$ cat src/rtl/legv8_fetch_unit_if.sv
// ---------------------------------------------------------------------------
// legv8_fetch_unit_if
//   Instruction-memory request/acknowledge bundle between the LEGv8 fetch unit
//   and instruction memory.
//
//   imem_req   : fetch request (fetch unit -> memory)
//   imem_addr  : fetch byte address, ADDR_W bits (fetch unit -> memory)
//   imem_rdata : 32-bit instruction word, valid with imem_ack (memory -> fetch unit)
//   imem_ack   : request accepted, data returned in the same cycle (memory -> fetch unit)
//
//   modport master : fetch-unit side
//   modport slave  : memory side
// ---------------------------------------------------------------------------
interface legv8_fetch_unit_if #(
  parameter int ADDR_W = 64
);
  logic              imem_req;
  logic [ADDR_W-1:0] imem_addr;
  logic [31:0]       imem_rdata;
  logic              imem_ack;

  modport master (
    output imem_req,
    output imem_addr,
    input  imem_rdata,
    input  imem_ack
  );

  modport slave (
    input  imem_req,
    input  imem_addr,
    output imem_rdata,
    output imem_ack
  );
endinterface

$ cat src/rtl/legv8_fetch_unit.sv
// ---------------------------------------------------------------------------
// legv8_fetch_unit
//   Instruction fetch stage feeding the LEGv8 control unit. Owns the PC,
//   fetches one 32-bit word per instruction over a req/ack handshake, holds it
//   until the control unit advances, then selects the next PC.
//
//   Parameters
//     ADDR_W   : PC / address width (PC arithmetic wraps modulo 2^ADDR_W)
//     RESET_PC : PC value loaded on reset
//
//   Ports
//     clock       : system clock, rising edge
//     reset       : asynchronous active-low reset
//     pc_sel      : next-PC select on advance (00 PC+4, 01 PC+constant,
//                   10 reg_target, 11 halt)
//     constant    : sign-extended branch byte offset
//     reg_target  : register value for BR
//     advance     : control unit is finished with the held instruction
//     imem        : instruction-memory handshake (master side)
//     instruction : held instruction word
//     instr_valid : instruction is valid
//     pc_current  : PC of the held / in-flight instruction
//     pc_plus4    : pc_current + 4 (BL link value)
//     halted      : unit is halted
//     align_fault : sticky misaligned branch-target flag
//
//   Build option
//     FETCH_ALIGN_CHECK_EN : when defined, a PC+constant or reg_target target
//     with nonzero bits [1:0] traps into a terminal FAULT state and raises
//     align_fault. When undefined, bits [1:0] of every loaded PC are cleared
//     and align_fault is tied low.
// ---------------------------------------------------------------------------
module legv8_fetch_unit #(
  parameter int                ADDR_W   = 64,
  parameter logic [ADDR_W-1:0] RESET_PC = '0
) (
  input  logic                clock,
  input  logic                reset,
  input  logic [1:0]          pc_sel,
  input  logic [ADDR_W-1:0]   constant,
  input  logic [ADDR_W-1:0]   reg_target,
  input  logic                advance,
  legv8_fetch_unit_if.master  imem,
  output logic [31:0]         instruction,
  output logic                instr_valid,
  output logic [ADDR_W-1:0]   pc_current,
  output logic [ADDR_W-1:0]   pc_plus4,
  output logic                halted,
  output logic                align_fault
);

  typedef enum logic [2:0] {
    S_IDLE,
    S_FETCH,
    S_HOLD,
    S_HALT
`ifdef FETCH_ALIGN_CHECK_EN
    ,S_FAULT
`endif
  } state_t;

`ifdef FETCH_ALIGN_CHECK_EN
  localparam logic [ADDR_W-1:0] RESET_PC_LOAD = RESET_PC;
`else
  // Word alignment is enforced by clearing the two low PC bits on every load.
  localparam logic [ADDR_W-1:0] ALIGN_MASK    = ~(ADDR_W'(3));
  localparam logic [ADDR_W-1:0] RESET_PC_LOAD = RESET_PC & ALIGN_MASK;
`endif

  state_t            state_q;
  logic [ADDR_W-1:0] pc_q;
  logic [31:0]       instr_q;
  logic              valid_q;
  logic              req_q;
  logic              halted_q;
  logic [ADDR_W-1:0] target_d;
  logic [ADDR_W-1:0] next_pc_d;
`ifdef FETCH_ALIGN_CHECK_EN
  logic              fault_q;
  logic              misaligned_d;
`endif

  // Candidate next PC; only consumed on an advance edge while holding.
  always_comb begin
    target_d = pc_q + ADDR_W'(4);
    case (pc_sel)
      2'b01:   target_d = pc_q + constant;
      2'b10:   target_d = reg_target;
      default: target_d = pc_q + ADDR_W'(4);
    endcase
`ifdef FETCH_ALIGN_CHECK_EN
    next_pc_d    = target_d;
    // Sequential PC+4 is never checked; only taken-branch targets are.
    misaligned_d = ((pc_sel == 2'b01) || (pc_sel == 2'b10)) &&
                   (target_d[1:0] != 2'b00);
`else
    next_pc_d    = target_d & ALIGN_MASK;
`endif
  end

  always_ff @(posedge clock or negedge reset) begin
    if (!reset) begin
      state_q  <= S_IDLE;
      pc_q     <= RESET_PC_LOAD;
      req_q    <= 1'b0;
      instr_q  <= 32'h0;
      valid_q  <= 1'b0;
      halted_q <= 1'b0;
`ifdef FETCH_ALIGN_CHECK_EN
      fault_q  <= 1'b0;
`endif
    end else begin
      case (state_q)
        S_IDLE: begin
          req_q   <= 1'b1;
          state_q <= S_FETCH;
        end

        S_FETCH: begin
          // Address and request stay put until memory acknowledges.
          if (imem.imem_ack) begin
            instr_q <= imem.imem_rdata;
            valid_q <= 1'b1;
            req_q   <= 1'b0;
            state_q <= S_HOLD;
          end
        end

        S_HOLD: begin
          if (advance) begin
            valid_q <= 1'b0;
            if (pc_sel == 2'b11) begin
              halted_q <= 1'b1;
              state_q  <= S_HALT;
            end
`ifdef FETCH_ALIGN_CHECK_EN
            else if (misaligned_d) begin
              fault_q <= 1'b1;
              state_q <= S_FAULT;
            end
`endif
            else begin
              pc_q    <= next_pc_d;
              req_q   <= 1'b1;
              state_q <= S_FETCH;
            end
          end
        end

        S_HALT: begin
        end

`ifdef FETCH_ALIGN_CHECK_EN
        S_FAULT: begin
        end
`endif

        default: begin
          state_q <= S_IDLE;
          req_q   <= 1'b0;
          valid_q <= 1'b0;
        end
      endcase
    end
  end

  assign imem.imem_req  = req_q;
  assign imem.imem_addr = pc_q;
  assign instruction    = instr_q;
  assign instr_valid    = valid_q;
  assign pc_current     = pc_q;
  assign pc_plus4       = pc_q + ADDR_W'(4);
  assign halted         = halted_q;
`ifdef FETCH_ALIGN_CHECK_EN
  assign align_fault    = fault_q;
`else
  assign align_fault    = 1'b0;
`endif

endmodule

$ cat src/flat_wrapper.sv
// flat-port wrapper written by rule: the top's interface ports become plain ports
module legv8_fetch_unit_flat 
#(
  parameter int                ADDR_W   = 64,
  parameter logic [ADDR_W-1:0] RESET_PC = '0
)
  (clock, reset, pc_sel, constant, reg_target, advance, instruction, instr_valid, pc_current, pc_plus4, halted, align_fault, imem_imem_req, imem_imem_addr, imem_imem_rdata, imem_imem_ack);
  legv8_fetch_unit_if #(.ADDR_W(ADDR_W)) imem_i ();
  input  logic clock;
  input  logic reset;
  input  logic [1:0] pc_sel;
  input  logic [ADDR_W-1:0] constant;
  input  logic [ADDR_W-1:0] reg_target;
  input  logic advance;
  output logic [31:0] instruction;
  output logic instr_valid;
  output logic [ADDR_W-1:0] pc_current;
  output logic [ADDR_W-1:0] pc_plus4;
  output logic halted;
  output logic align_fault;
  output wire logic [$bits(imem_i.imem_req)-1:0] imem_imem_req;
  output wire logic [$bits(imem_i.imem_addr)-1:0] imem_imem_addr;
  input wire logic [$bits(imem_i.imem_rdata)-1:0] imem_imem_rdata;
  input wire logic [$bits(imem_i.imem_ack)-1:0] imem_imem_ack;
  assign imem_imem_req = imem_i.imem_req;
  assign imem_imem_addr = imem_i.imem_addr;
  assign imem_i.imem_rdata = imem_imem_rdata;
  assign imem_i.imem_ack = imem_imem_ack;
  legv8_fetch_unit #(.ADDR_W(ADDR_W), .RESET_PC(RESET_PC)) u_core (.clock(clock), .reset(reset), .pc_sel(pc_sel), .constant(constant), .reg_target(reg_target), .advance(advance), .imem(imem_i), .instruction(instruction), .instr_valid(instr_valid), .pc_current(pc_current), .pc_plus4(pc_plus4), .halted(halted), .align_fault(align_fault));
endmodule
$ cat config.mk
export PLATFORM = sky130hd
export DESIGN_NAME = legv8_fetch_unit_flat
export DESIGN_NICKNAME = d
export VERILOG_FILES = /design/src/rtl/legv8_fetch_unit_if.sv /design/src/rtl/legv8_fetch_unit.sv /design/src/flat_wrapper.sv
export SDC_FILE = /design/constraint.sdc
export NUM_CORES = 1
export LEC_CHECK = 0
export CAP_MARGIN = 20
export CORE_MARGIN = 1.5
export CORE_UTILIZATION = 30
export DETAILED_ROUTE_END_ITERATION = 8
export PLACE_DENSITY_LB_ADDON = 0.12
export SLEW_MARGIN = 20
export SYNTH_ARGS = -nofsm -noshare
export SYNTH_HDL_FRONTEND = slang
export SYNTH_SLANG_ARGS = --single-unit
$ cat constraint.sdc
create_clock -name clock -period 3.6 [get_ports clock]
set_input_delay 0.54 -clock clock [delete_from_list [all_inputs] [get_ports clock]]
set_output_delay 0.54 -clock clock [all_outputs]
set_load 0.03 [all_outputs]
Run 1, I/O nets highlighted:
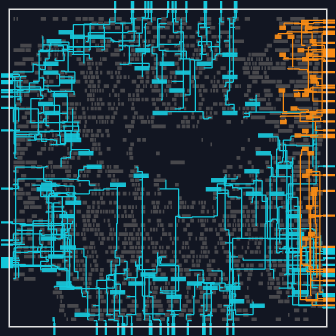
imem_imem_addr -> cyan  # bits 64, direction output, edge 19 bottom, 18 left, 15 top, 12 right, end cells 64, buffers 75, wire 6520 um
imem_imem_rdata -> orange  # bits 32, direction input, edge right, end cells 32, buffers 32, wire 1120 um
I/O Buffers: 382
I/O pins: 394

Run 1, clock wiring as the flow saved it:
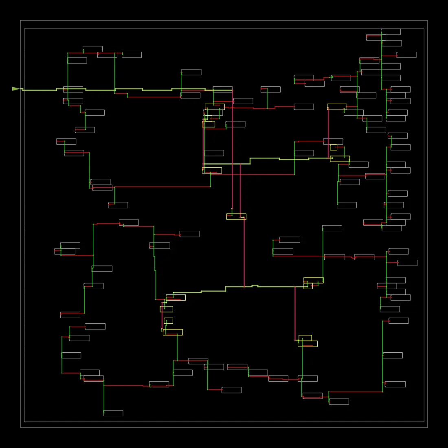
CTS buffer count: 9
Clk. pwr: 1090 uW
flop count: 99

==> reports/results.txt, run 1 <==
Comb area: 7421 um^2
post-cts sizing count: 23
# fillers: 3471
vias: 12280
Dominant flop cell: dfrtp_1
# nets final: 2012
Crit-path slowest cell: dfrtp_2
largest net degree at the start of global routing: 68
Critical R2R Capture: u_core.imem.imem_addr[62]$_DFFE_PN0P_
Placer Congestion: 0.9393
DR WL met2: 23390 um
PD cells: 968.1 nW/um^2
vias in the first global route: 12140
Critical Path Start Type: register
number of DRC markers in iteration 0: 925
Power Combinational: 12200 uW
clock buffer depth: 2
root buffer cell: clkbuf_16
Post-DP Area: 15780 um^2
fin crit share: 96.83%
setup repair bufs after CTS: 3
global-route usage over all layers: 26.38%
count leader, synth: a21oi_1
Seq. cell area: 2489 um^2
final wirelength: 49180 um
Yosys Instances: 1353
crit-path cells: nand4_1 -> nor4_4 -> nand4_4 -> nor4_1 -> buf_4 -> and3_1 -> xnor2_1 -> buf_4
Remaining DRCs: 0
Worst Hold Class: input pin to asynchronous set/reset pin
CP max FO: 9
core area: 34800 um^2
GR Layer Usage met3: 4.696%
Setup Crit Path Kind: register to primary output
antenna-violating nets left: 0
status: finished, final reports clean
final worst slack: 0.1140 ns
CTS tree: done
Setup Viol. Count Final: 0
family with the most delay on the worst path: simple AND/OR/NAND/NOR gates
Inst Count DP: 2208
DR WL met3: 3480 um
total grt overflow: 0
synthesized area: 10680 um^2
OpenROAD warnings: 35
Most Used Layer, Global Route: met2
Leak: 0.006945 uW
asr flop ratio synth: 100.0%
Unique cell types: 80
number of enable flip-flop cells: 0
H-tree levels: 3
final hold viol count: 0
crit end category: primary output
flops & latches, synth: 99
Mapped Avg Cell Area: 7.892 um^2
Slew Limit Fails: 0
Run 1, cell sizes after repair:
The bar under the picture is 50 um long.
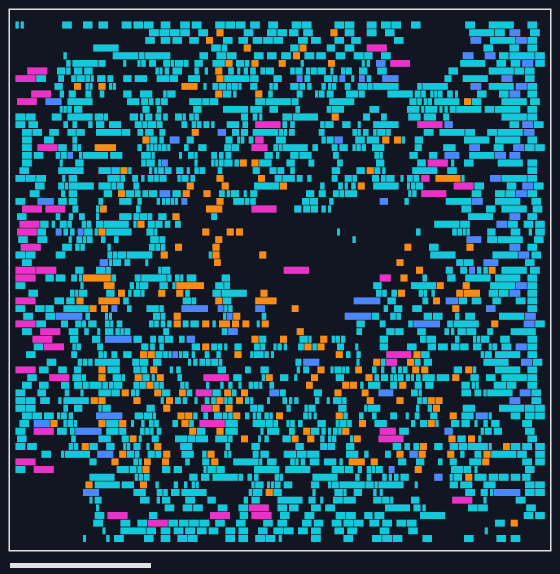
_2 cells -> blue  # cells 84, share 4.7%, most used mux2_2
_3 and _4 cells -> orange  # cells 192, share 11%, most used buf_4
_0 and _1 cells -> cyan  # cells 1455, share 82%, most used clkdlybuf4s50_1
_6 and larger -> magenta  # cells 50, share 2.8%, most used buf_12

==> run 1: flip-flops by register name (all words and copies together) (netlist names) <==
name,cells
u_core.imem.imem_addr,62
u_core.halted,1
u_core.imem.imem_req,1
u_core.state_q,2
u_core.instruction,32
u_core.instr_valid,1
==> run 1: layout make-up <==
class,count,area share [%]
clock buffer,9,1.377
clock inverter,7,0.5431
tap,455,3.480
inverter,38,0.8720
sequential,99,15.21
timing repair buffer,553,33.13
multi-input combinational,1075,45.37
antenna,1,0.01530
==> run 1: cells by family after synthesis <==
kind of cell               Yosys count  share of synthesized area, %
AOI/OAI and AO/OA                  452                         27.87
other                                1                       0.03512
DFF                                 99                         23.20
xor gates and xnor gates           116                         9.515
and+or+nand+nor                    395                         18.37
buffers and inverters              185                         9.081
muxes                               35                         3.656
adders and majority gates           70                         8.273
Run 1, where the registers sit:
The bar under the picture is 50 um long.
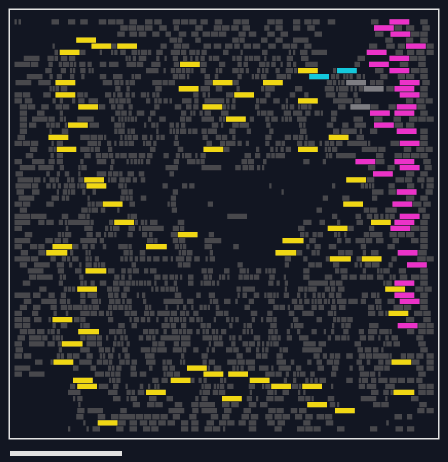

==> run 1 -> run 2 <==
--- a/config.mk
+++ b/config.mk
@@ -10,6 +10,7 @@
 export CORE_UTILIZATION = 30
 export DETAILED_ROUTE_END_ITERATION = 8
 export PLACE_DENSITY_LB_ADDON = 0.12
+export REMOVE_ABC_BUFFERS = 1
 export SLEW_MARGIN = 20
 export SYNTH_ARGS = -nofsm -noshare
 export SYNTH_HDL_FRONTEND = slang
Run 2, where the registers sit:
The bar under the picture is 50 um long.
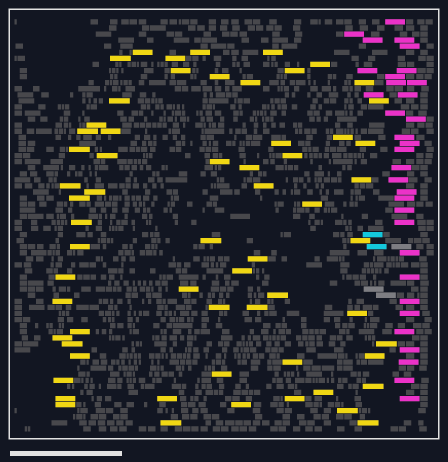
u_core.imem.imem_addr -> yellow  # sequential cells 62, where all over the die
u_core.state_q -> cyan  # sequential cells 2
u_core.instruction -> magenta  # sequential cells 32, where a vertical strip on the right
not coloured = 3
Seq. cell area: 2501 um^2
Final Util: 46.94%

==> run 2 against run 1 <==
Net effect: critical path depth unchanged; total power down 0.45%; worst setup slack better by 0.011 ns; largest power group unchanged; fmax up 0.31%; hold slack better by 0.068 ns; highest routed layer unchanged; cell area down 0.13%; combinational power hardly changed; synthesized cell count unchanged; non-clock buffer count shrank 10.
==> reports/results.txt, run 2 <==
logic share of the area: 45.24%
max FFs per register: 62
OpenROAD warnings: 34
root buffer cell: clkbuf_16
Compound-Gate Fraction of Synth Area: 27.87%
CTS buffer count: 9
I/O pins: 394
# fillers: 3423
Leak: 0.006859 uW
fin crit share: 96.54%
antenna-violating nets left: 0
Unique cell types: 80
DR WL met3: 3048 um
Slew Limit Fails: 0
flop count: 99
final hold viol count: 0
Most Used Layer, Global Route: met2
XOR-XNOR Cells, Area Fraction: 9.515%
status: finished, final reports clean
Placer Congestion: 0.9176
number of enable flip-flop cells: 0
vias: 12230
number of DRC markers in iteration 0: 917
core area: 34800 um^2
Inst Count DP: 2207
H-tree levels: 3
Worst Hold Class: input pin to asynchronous set/reset pin
Yosys Instances: 1353
count leader, synth: a21oi_1
mux share: 3.656%
largest class: multi-input combinational cells
Mapped Avg Cell Area: 7.892 um^2
Setup Crit Path Kind: register to primary output
crit end category: primary output
Post-DP Area: 15870 um^2
Critical R2R Capture: u_core.imem.imem_addr[55]$_DFFE_PN0P_
DR WL met2: 21690 um
Dominant comb cell: AND-OR/OR-AND gates
global-route usage over all layers: 25.41%
flops & latches, synth: 99
post-cts sizing count: 9
Antenna Cells: 2
PD cells: 965.0 nW/um^2
asr flop ratio synth: 100.0%
clock buffer depth: 2
# nets final: 2002
I/O Buffers: 382
Critical Path Start Type: register
Run 2, clock wiring as the flow saved it:
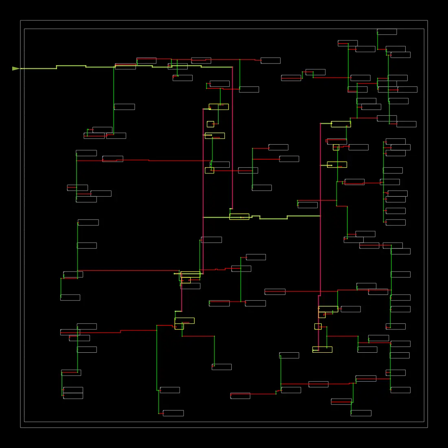
worst clock skew: 0.01528 ns
CLK BUF: 9
Clk. pwr: 1050 uW

[run 2: logic make-up after synthesis]
group	count (synthesis)
and+or+nand+nor	395
DFF	99
xor gates and xnor gates	116
muxes	35
AOI/OAI and AO/OA	452
buffers and inverters	185
other	1
adders and majority gates	70
[run 2: critical path: stages, from the launching register on]
cell and delay (ns):
dfrtp_1 0.35, buf_4 0.18, ha_1 0.23, nand2_1 0.14, nor3_4 0.19, buf_12 0.16
nand4_4 0.20, xnor2_1 0.36, clkdlybuf4s50_1 0.75
[run 2: power by group]
group | total [uW] | internal, uW | switching, uW | leakage, uW
Combinational | 12100 | 5450 | 6670 | 0.00556
Sequential | 2590 | 1670 | 922 | 0.00115
Clock | 1050 | 493 | 559 | 0.000142
Run 2, I/O nets highlighted:
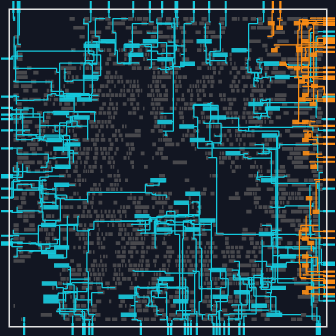

==> run 2 -> run 3 <==
--- a/config.mk
+++ b/config.mk
@@ -5,12 +5,14 @@
 export SDC_FILE = /design/constraint.sdc
 export NUM_CORES = 1
 export LEC_CHECK = 0
+export ABC_CLOCK_PERIOD_IN_PS = 3600
 export CAP_MARGIN = 20
 export CORE_MARGIN = 1.5
 export CORE_UTILIZATION = 30
 export DETAILED_ROUTE_END_ITERATION = 8
 export PLACE_DENSITY_LB_ADDON = 0.12
 export REMOVE_ABC_BUFFERS = 1
+export SKIP_LAST_GASP = 1
 export SLEW_MARGIN = 20
 export SYNTH_ARGS = -nofsm -noshare
 export SYNTH_HDL_FRONTEND = slang
Run 3, I/O nets highlighted:
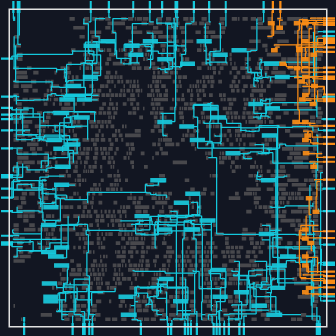

Run 3, routed metal, one colour a layer:
The bar under the picture is 50 um long.
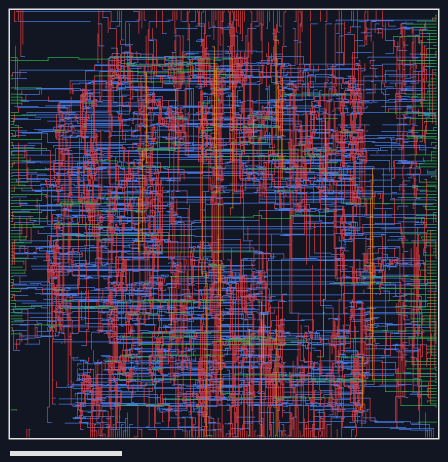
metal 3 -> green  # wire length 3290 um
metal 2 -> red  # wire length 21.7 mm
metal 1 -> blue  # wire length 21.8 mm
metal 4 -> orange  # wire length 1160 um

==> run 3 against run 2 <==
Net effect: utilization barely moved; critical path depth rose by 3; flip-flop count did not move; critical path type unchanged; highest routed layer unchanged.
==> reports/results.txt, run 3 <==
status: finished, final reports clean
switching pwr: 8142 uW
Setup Viol. Count Final: 0
CLK BUF: 9
Antenna Cells: 2
number of non-clock inverters: 38
I/O Buffers: 382
Dominant comb cell: AND-OR/OR-AND gates
Comb pwr share: 76.9%
sequential share of power: 16.4%
family with the most delay on the worst path: simple AND/OR/NAND/NOR gates
Post-Synth Simple-Gate Area: 18.37%
Inst Count DP: 2207
Placer Congestion: 0.9176
# nets final: 2002
final-layout non-clock buffer area share: 33.28%
Comb area: 7392 um^2
flop count: 99
Seq power: 2590 uW
number of DRC markers in iteration 0: 911
OpenROAD warnings: 36
multi-input gates: 1075
core area: 34800 um^2
post-cts sizing count: 8
total grt overflow: 0
flops & latches, synth: 99
Tapcells: 455
Seq area share: 15.30%
# fillers: 3415
internal power: 7620 uW
largest net degree at the start of global routing: 50
vias in the first global route: 11870
Leak: 0.006879 uW
crit-path cells: buf_4 -> ha_1 -> nand2_1 -> nor3_2 -> buf_12 -> nand3_1 -> nor2_2 -> nand2_1 -> or4_4 -> xnor2_2 -> buf_12
final hold viol count: 0
asr flop ratio synth: 100.0%
PD cells: 964.7 nW/um^2
Setup Crit Path Kind: register to primary output
adder-cell area share of the yosys netlist: 8.273%
Unique cell types: 80
Critical Path Max Stage Delay: 0.46 ns
antenna-violating nets left: 0
clk tree area frac: 1.792%
global-route usage over all layers: 25.41%
Compound-Gate Fraction of Synth Area: 27.87%
crit end category: primary output
fin crit share: 97.89%
setup repair bufs after CTS: 1
worst clock skew: 0.01574 ns
clock power share: 6.7%
logic share of the area: 45.24%
clock buffer depth: 2
max FFs per register: 62
CTS buffer count: 9
Seq. cell area: 2500 um^2
CTS tree: done
Dominant flop cell: dfrtp_1
Worst path depth: 11
Clk. pwr: 1050 uW
H-tree levels: 3
largest power group: combinational cells
Yosys Instances: 1353
Remaining DRCs: 0
mux share: 3.656%
synthesized area: 10680 um^2
Mapped Avg Cell Area: 7.892 um^2
largest class: multi-input combinational cells
CP Buf/Inv Count: 3
CP max FO: 9
I/O pins: 394
final wirelength: 47970 um
Critical R2R Capture: u_core.imem.imem_addr[55]$_DFFE_PN0P_
vias: 12210
==> run 3: cell counts after synthesis <==
Identical to the previous run, type by type.
==> run 3: metrics by stage <==
step	setup WS, ns	utilization, %
finish	0.07584	46.95
global route	-0.06089	46.95
CTS	-0.01078	46.53
detailed placement	-0.3337	45.60
global placement	-0.2993	45.60
floorplan	-1.047	-
==> run 3: per-layer routing <==
metal / GRT usage, % / vias to the layer above / share of wire, %
met4: 8.023 / 0 / 2.4
met5: 0 / - / 0
met1: 35.02 / 5880 / 45
met3: 3.362 / 56 / 6.9
li1: - / 5759 / -
met2: 40.88 / 515 / 45
==> run 3: cells by family after synthesis <==
family,count (synthesis)
other cells,1
compound gates,452
mux,35
fa+ha+maj,70
simple gates,395
xor+xnor,116
buf+inv,185
flops,99
Power and IR drop assume default switching activity.
